Design wrr_mq_fifo, sky130hd; sources not shown.
**M1 wires**

Drawn at 1 px/um. Supply wires on this layer in grey.
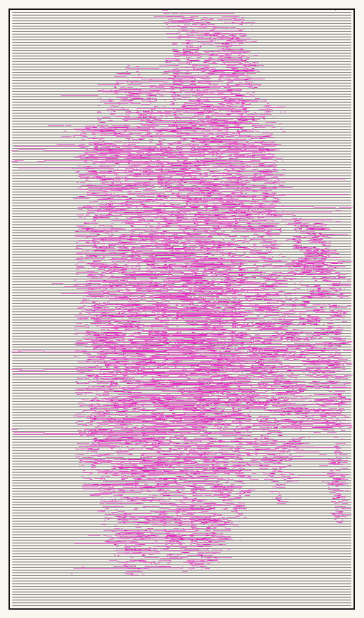
- main direction: horizontal
- longest straight run: 135 um
- wire length on this layer: 71.4 mm
Post-Route WL: 216800 um
GRT met1 Usage: 20.55%

**Close-up of the layout**

Region (157, 404) to (187, 434) um. Cells in grey, sequential cells in the stronger grey; small squares are vias.
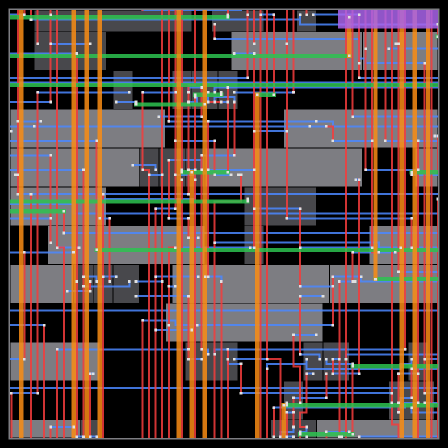
- purple: metal 5
- orange: metal 4
- red: metal 2
- green: metal 3
- blue: metal 1
- most frequent: edfxtp_1 (10), nand2_1 (9), nand3_1 (3)
- cells with their middle in the window: 33
- sequential cells in the window: 11

**Track usage over the die**

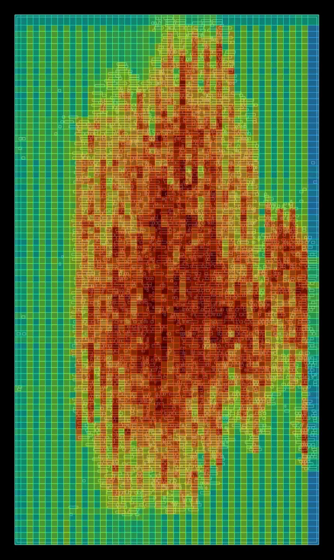
final core utilization: 29.58%
met2 GRT Util: 37.38%
post-DR wirelength/cell: 32.19 um
all-layer global routing usage: 20.66%
met3 Track Usage GR: 3.393%

**Metal layers overlaid**

Drawn at 1 px/um. Two of the layers only.
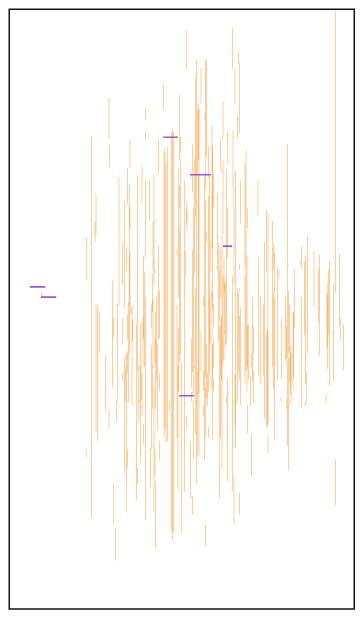
- orange: metal 4 (wire length 21.2 mm)
- purple: metal 5 (wire length 81.0 um)
via count: 34780

==> ci_impl_report.md <==
### Metrics collected by this job

| Metric | Value |
|---|---|
| Area post-placement | 56030 um2 |
| #FFs+latches synth | 1164 |
| Max layer used | met5 |
| Fill cell count | 20220 |
| Most instantiated logic cells after routing | edfxtp_1 (1024), nand2_1 (636), a21oi_1 (190) |
| Reg2reg path depth | 12 |
| Yosys chip area | 50440 um2 |
| CTS tree | built |
| Die W | 343.6 um |
| Ys Warns | 0 |
| Finished Layout Cells | 6735 |
| Vert. Die Dim | 598.2 um |
| Placer Congestion | 1.029 |
| First-pass GRT wire length | 290200 um |
| Mux area share | 8.183% |
| Library cells used by synthesis | 92 |
| RSZ-0062 raised after global routing | no |
| IO Pins | 85 |
| Flop-to-flop setup slack | 5.30 ns |
| Pre-Place Util | 25.09% |
| Most frequent cell after synthesis | edfxtp_1 |
| Worst path slowest cell | a31oi_1 |
| DR vias/cell | 5.164 |
| Final period util | 54.28% |
| Synth top area share | 60.96% |
| Area fraction in compound gates | 9.924% |
| Setup repair bufs after CTS | 0 |
| Post-synthesis cell count | 3632 |
| Failing checks | max-capacitance violations, max-slew violations |
| CP max stage delay | 1.14 ns |
| Post-Layout Inst Area | 59460 um2 |
| Clk sink count | 1164 |
| GRT Residual Overflow | 0 |
| IO Port Bufs | 81 |
| Detail Route Antenna Nets | 0 |
| Final worst setup slack | 5.304 ns |
| # Max-Cap Violations | 2 |
| Mean area per synthesized cell | 13.89 um2 |
| Xor/xnor share | 1.955% |
| Area contributors post-synth | edfxtp_1 (61%), dfrtp_1 (6.3%), nand2_1 (4.7%) |
| Post-Syn Nets | 3690 |
| Clock buffer depth | 4 |
| OpenROAD warnings | 29 |
| DRC | 0 |
| Max Slew Vio Count | 5 |
| F_max | 158.8 MHz |
| H-tree level count | 4 |
| HP Class | input port to asynchronous set/reset pin |
| Clk slew on worst S/H paths | 0.07 ns |
| Crit path arrival time | 7.03 ns |
| Status | complete, but fails checks |
| Number of flip-flops in the largest register | 1024 |
| Drt first pass iters | 7 |
| Synth Area in Simple Gates | 8.992% |
| Seq share, synth | 67.94% |
| Critical path required time | 12.34 ns |
| Dominant flop cell | edfxtp_1 |
| Adder Area Share | 0.6598% |
| VDD IR max | 180.9 uV |
| Vias in the first global route | 34740 |
| Die ar. | 205500 um2 |
| Relative slew slack | -3.696% |
| Area of the core | 201000 um2 |
| Synth Cell Area | 50440 um2 |
| Yosys cell count | 3632 |
| Critical path cell sequence | xnor2_1 -> nand4_2 -> a211oi_1 -> o2111ai_1 -> a21oi_1 -> buf_2 -> buf_1 -> o2bb2ai_1 -> o22ai_1 -> a31oi_1 -> o21ai_0 -> a41oi_1 |
| Metal-1 WL | 71420 um |
| Final setup violation count | 0 |
==> power breakdown <==
group	internal [mW]	switching [mW]	leakage (nW)
logic	2.98	7.50	7.27
registers	4.82	0.369	10.9
clock network	1.75	1.70	1.94
total	9.55	9.56	20.1
==> stage by stage <==
step           hold slack, ns  total power [mW]
2_1_floorplan          0.4267             10.34
3_3_place_gp           0.4315             15.25
3_5_place_dp           0.4513             15.45
4_1_cts                0.1726             18.89
5_1_grt                0.2362             19.56
6_report               0.1881             19.11
==> cell type report <==
class / count / area [um2] / share of cell area, %
well taps: 2640 / 3303 / 5.555
inverters: 24 / 90.09 / 0.1515
plain buffers: 232 / 1105 / 1.858
flip-flops and latches: 1164 / 34270 / 57.64
repair buffers: 145 / 1928 / 3.243
multi-input cells: 2212 / 15350 / 25.82
clock buffers: 189 / 2601 / 4.375
clock inverters: 124 / 798.3 / 1.343
diodes: 5 / 12.51 / 0.02104
==> cells by family after synthesis <==
group           Yosys count
xor+xnor                110
mux                     315
simple gates           1063
fa+ha+maj                26
buf+inv                 256
flops                  1164
compound gates          698
==> layer usage <==
metal  global-route usage (%)  vias to the layer above
met5                        0                        -
met4                    17.12                       12
met3                    3.393                      604
met2                    37.38                     1606
met1                    20.55                    17920
li1                         -                    14640
No activity file was given, so power comes from the tool's default toggle rates.
